### src/rtl/fifo_uart_tx.sv
// fifo_uart_tx: pops bytes from a show-ahead sync FIFO and sends each one as a
// UART frame (start, data LSB first, optional parity, 1 or 2 stop bits) on tx.
// Optional feature macro: FIFO_UART_TX_PARITY_EN (adds a parity bit after DATA).
module fifo_uart_tx #(
  parameter int unsigned data_bus_length = 8,
  parameter int unsigned CLKS_PER_BIT    = 16,
  parameter int unsigned STOP_BITS       = 1,
  parameter int unsigned PARITY_ODD      = 0
) (
  input  logic                       clk,
  input  logic                       reset,
  input  logic                       fifo_empty,
  input  logic [data_bus_length-1:0] recv_data,
  output logic                       read_enable,
  output logic                       tx,
  output logic                       busy,
  output logic                       tx_done
);

  localparam int unsigned BAUD_W = (CLKS_PER_BIT > 2) ? $clog2(CLKS_PER_BIT) : 1;
  localparam int unsigned BIT_W  = (data_bus_length > 1) ? $clog2(data_bus_length) : 1;

  localparam logic [BAUD_W-1:0] BAUD_LAST = BAUD_W'(CLKS_PER_BIT - 1);
  localparam logic [BAUD_W-1:0] BAUD_PRE  = BAUD_W'(CLKS_PER_BIT - 2);
  localparam logic [BIT_W-1:0]  BIT_LAST  = BIT_W'(data_bus_length - 1);
  localparam logic              STOP_LAST = 1'(STOP_BITS - 1);

  // Reject configurations the serialiser cannot honour.
  if (CLKS_PER_BIT < 2 || (STOP_BITS != 1 && STOP_BITS != 2) ||
      PARITY_ODD > 1 || data_bus_length < 1) begin : g_param_check
    $error("fifo_uart_tx: illegal parameter combination");
  end

  typedef enum logic [2:0] {
    S_IDLE   = 3'd0,
    S_START  = 3'd1,
    S_DATA   = 3'd2,
    S_PARITY = 3'd3,
    S_STOP   = 3'd4
  } state_e;

  state_e                     state_q, state_d;
  logic [BAUD_W-1:0]          baud_q, baud_d;
  logic [BIT_W-1:0]           bit_q, bit_d;
  logic                       stop_q, stop_d;
  logic [data_bus_length-1:0] shift_q, shift_d;
  logic                       tx_q, tx_d;
  logic                       busy_q, busy_d;
  logic                       done_q, done_d;
`ifdef FIFO_UART_TX_PARITY_EN
  logic                       par_q, par_d;
`endif

  logic bit_end;

  // Pop strobe: only in IDLE with data available, and never while in reset.
  assign read_enable = (state_q == S_IDLE) & ~fifo_empty & reset;
  assign bit_end     = (baud_q == BAUD_LAST);

  assign tx      = tx_q;
  assign busy    = busy_q;
  assign tx_done = done_q;

  // Next-state and registered-output logic for the frame sequencer.
  always_comb begin
    state_d = state_q;
    baud_d  = bit_end ? '0 : baud_q + 1'b1;
    bit_d   = bit_q;
    stop_d  = stop_q;
    shift_d = shift_q;
    tx_d    = tx_q;
    busy_d  = busy_q;
    done_d  = 1'b0;
`ifdef FIFO_UART_TX_PARITY_EN
    par_d   = par_q;
`endif

    case (state_q)
      S_IDLE: begin
        baud_d = '0;
        if (read_enable) begin
          shift_d = recv_data;
          state_d = S_START;
          tx_d    = 1'b0;
          busy_d  = 1'b1;
          bit_d   = '0;
          stop_d  = 1'b0;
`ifdef FIFO_UART_TX_PARITY_EN
          par_d   = (^recv_data) ^ 1'(PARITY_ODD);
`endif
        end
      end

      S_START: begin
        if (bit_end) begin
          state_d = S_DATA;
          tx_d    = shift_q[0];
        end
      end

      S_DATA: begin
        if (bit_end) begin
          if (bit_q == BIT_LAST) begin
`ifdef FIFO_UART_TX_PARITY_EN
            state_d = S_PARITY;
            tx_d    = par_q;
`else
            state_d = S_STOP;
            tx_d    = 1'b1;
`endif
          end else begin
            bit_d   = bit_q + 1'b1;
            shift_d = shift_q >> 1;
            tx_d    = shift_d[0];
          end
        end
      end

`ifdef FIFO_UART_TX_PARITY_EN
      S_PARITY: begin
        if (bit_end) begin
          state_d = S_STOP;
          tx_d    = 1'b1;
        end
      end
`endif

      S_STOP: begin
        // Raise tx_done one cycle early so the register lands on the final cycle.
        if (stop_q == STOP_LAST && baud_q == BAUD_PRE) begin
          done_d = 1'b1;
        end
        if (bit_end) begin
          if (stop_q == STOP_LAST) begin
            state_d = S_IDLE;
            busy_d  = 1'b0;
          end else begin
            stop_d = 1'b1;
          end
        end
      end

      default: begin
        state_d = S_IDLE;
        tx_d    = 1'b1;
        busy_d  = 1'b0;
      end
    endcase
  end

  // State and output registers; reset aborts any frame and idles the line.
  always_ff @(posedge clk or negedge reset) begin
    if (!reset) begin
      state_q <= S_IDLE;
      baud_q  <= '0;
      bit_q   <= '0;
      stop_q  <= 1'b0;
      shift_q <= '0;
      tx_q    <= 1'b1;
      busy_q  <= 1'b0;
      done_q  <= 1'b0;
`ifdef FIFO_UART_TX_PARITY_EN
      par_q   <= 1'b0;
`endif
    end else begin
      state_q <= state_d;
      baud_q  <= baud_d;
      bit_q   <= bit_d;
      stop_q  <= stop_d;
      shift_q <= shift_d;
      tx_q    <= tx_d;
      busy_q  <= busy_d;
      done_q  <= done_d;
`ifdef FIFO_UART_TX_PARITY_EN
      par_q   <= par_d;
`endif
    end
  end

endmodule

### config.mk
export PLATFORM = sky130hd
export DESIGN_NAME = fifo_uart_tx
export DESIGN_NICKNAME = d
export VERILOG_FILES = /design/src/rtl/fifo_uart_tx.sv
export SDC_FILE = /design/constraint.sdc
export NUM_CORES = 1
export LEC_CHECK = 0
export CORE_UTILIZATION = 35
export DETAILED_ROUTE_END_ITERATION = 8
export PLACE_DENSITY = 0.6
export SLEW_MARGIN = 20
export SYNTH_ARGS = -nofsm -noshare
export SYNTH_HDL_FRONTEND = slang
export SYNTH_SLANG_ARGS = --single-unit
### constraint.sdc
create_clock -name clk -period 4.4 [get_ports clk]
set_clock_uncertainty 0.15 [all_clocks]
set_input_delay 0.88 -clock clk [delete_from_list [all_inputs] [get_ports clk]]
set_output_delay 0.88 -clock clk [all_outputs]
set_load 0.02 [all_outputs]
Figure 1. Wires at chosen ports, followed through buffers.
Scale bar: 20 µm.
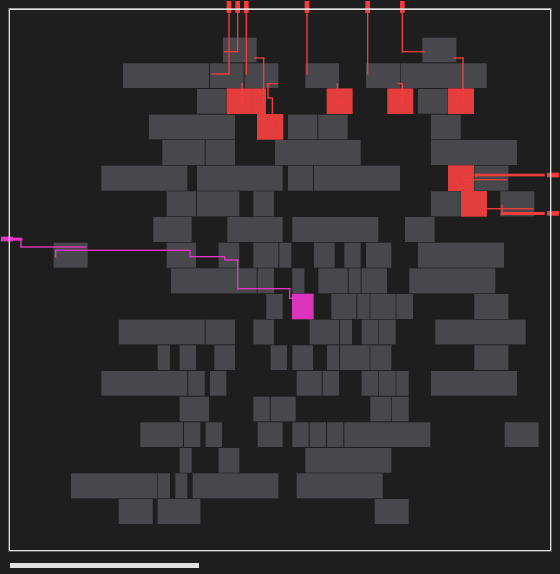
Magenta marks `read_enable`, bits 1, direction output, edge left, end cells 1, buffers 1, wire 39.5 µm. Red marks `recv_data`, bits 8, direction input, edge 6 top, 2 right, end cells 8, buffers 8, wire 88.4 µm.
IO Port Bufs: 14
Top Ports: 15

Figure 2. Cell sizes after repair.
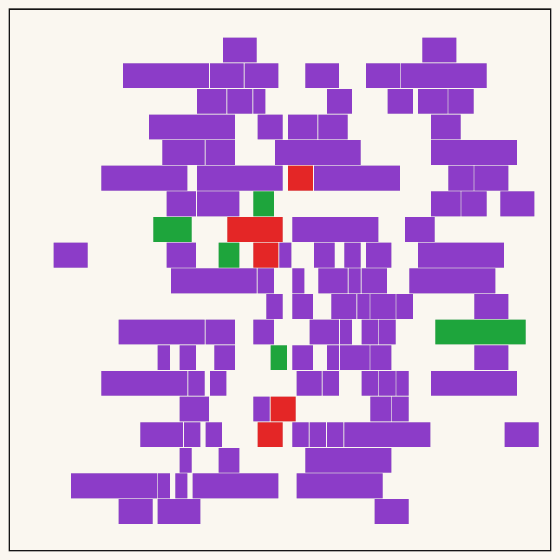
Green marks drive 2, cells 5, share 4.4%. Purple marks drive 1 or less, cells 104, share 91%. Red marks drive 3 to 4, cells 5, share 4.4%.
Layout area overhead: 16.1%
final instance area: 1240 µm²
min setup slack post-route: 0.728 ns
nonclk buf count: 15

Figure 3. Placement view.
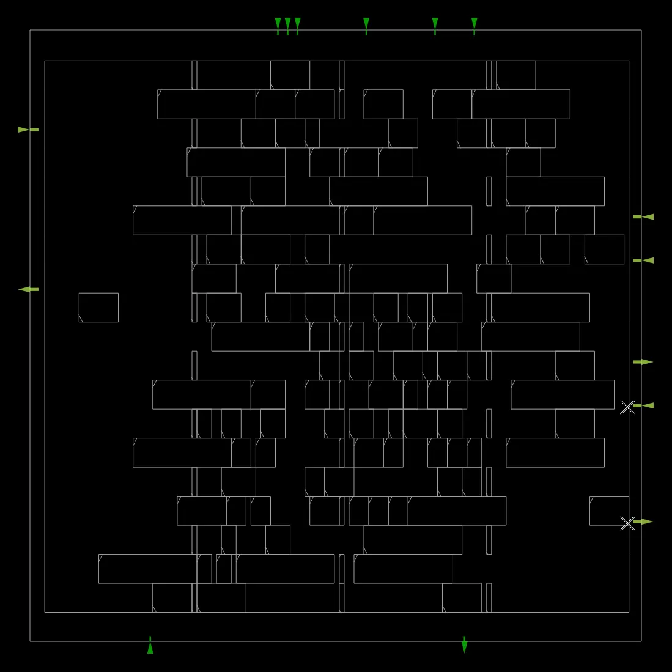
Flop Count: 21
fin util: 0.439
post-route non-filler standard cell count: 145

Figure 4. Wiring by layer.
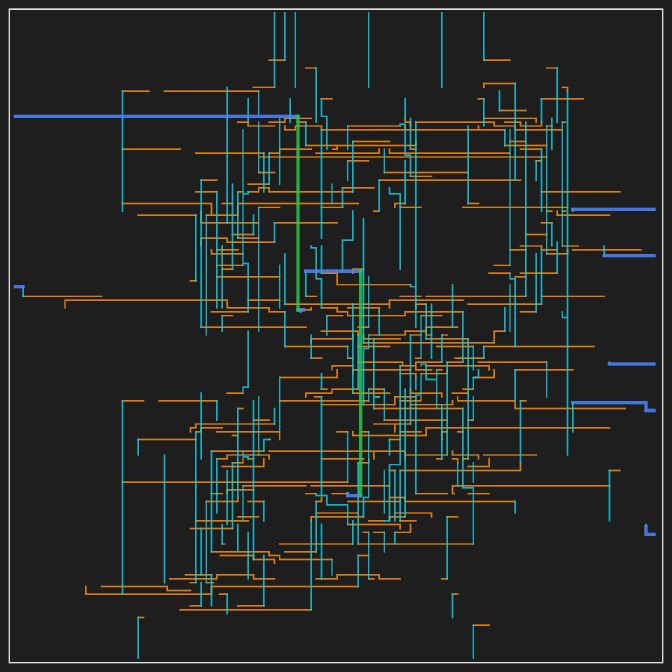
Cyan marks met2, wire length 861 µm. Orange marks met1, wire length 985 µm. Green marks met4, wire length 36.7 µm. Blue marks met3, wire length 56.5 µm.

Figure 5. Placement by cell class.
Fill, decap, tap and diode cells in grey.
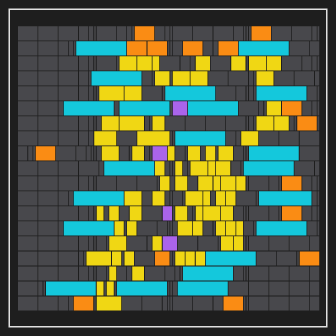
Orange marks other buffers and delay cells, cells 15, share of their area 12%. Purple marks clock drivers and dummy loads, cells 4, share of their area 2.3%. Cyan marks flip-flops, cells 21, share of their area 44%. Yellow marks all other logic, cells 74, share of their area 42%.

==> Changelog: implementation <==
### Implementation results

- Status: complete, but fails checks
- Failing checks: DRC
- Log Warnings: 27
- Place WS: around 0.7 ns
- Largest net degree at the start of global routing: 22
- Hold Buf Count CTS: 0
- Biggest register: shift_q
- DR pass1 iterations: 8
- Die Y: 57.3 µm
- Worst Hold Depth: 1
- Clk Latency, worst-skew pair: between 0.3 and 0.4 ns
- DRC: 4
- Top Registers: shift_q: 8 flops, baud_q: 4 flops
- Grt total ovfl: 0
- Met3 Usage GRT: 0.0272
- Setup CP Type: in -> out
- # H-tree levels: 1
- Worst Setup SP: reset
- DP Area: 1210 µm²
- Clock tree sinks: 21
- Final WL: between 1500 and 2000 µm
- Max-area cell share: 0.468
## per-layer routing
layer	share of wire	vias up	wire length, µm
li1	-	401	-
met1	0.51	405	984
met2	0.44	10	861
met3	0.029	4	56
met4	0.019	0	36
met5	0	-	0
## critical path, stage by stage
cell	delay, ns
clkdlybuf4s50_1	0.50
nand2b_1	0.13
nor4_1	0.42
clkdlybuf4s50_1	0.71
## cell families (layout without fill, tap and decap cells)
kind of cell    count (synthesis)  after routing  share of synthesized area
compound gates                 34             34                      0.220
simple gates                   31             31                      0.168
flops                          21             21                      0.492
buf+inv                         8             21                     0.0456
fa+ha+maj                       4              4                     0.0468
xor+xnor                        2              2                     0.0164
mux                             1              1                     0.0105
## power by group through the flow
| stage | combinational, mW | sequential (mW) | clock (mW) |
|---|---|---|---|
| 3_5_place_dp | 0.187 | 0.333 | 0 |
| 6_report | 0.184 | 0.329 | 0.0983 |
| 4_1_cts | 0.188 | 0.328 | 0.0978 |
| 3_3_place_gp | 0.183 | 0.330 | 0 |
| 5_1_grt | 0.213 | 0.341 | 0.108 |
| 2_1_floorplan | 0.136 | 0.321 | 0 |
## worst paths after layout
check | end | slack (ns)
min in group asynchronous | baud_q[3] | 0.81
max in group asynchronous | tx | 3.02
hold / removal | shift_q[7] | 0.35
setup reg to reg | bit_q[0] | 2.23
hold reg to reg | shift_q[7] | 0.35
setup / recovery | read_enable | 0.73
## final cells by class
type,count,area [µm²],area share
clock buffers,3,22.5,0.0181
clock inverters,1,5.00,0.00403
inverters,2,7.51,0.00604
multi-input cells,72,494,0.398
flip-flops and latches,21,527,0.424
well taps,31,38.8,0.0312
repair buffers,15,148,0.119
Power is estimated from default activity; no workload was simulated.
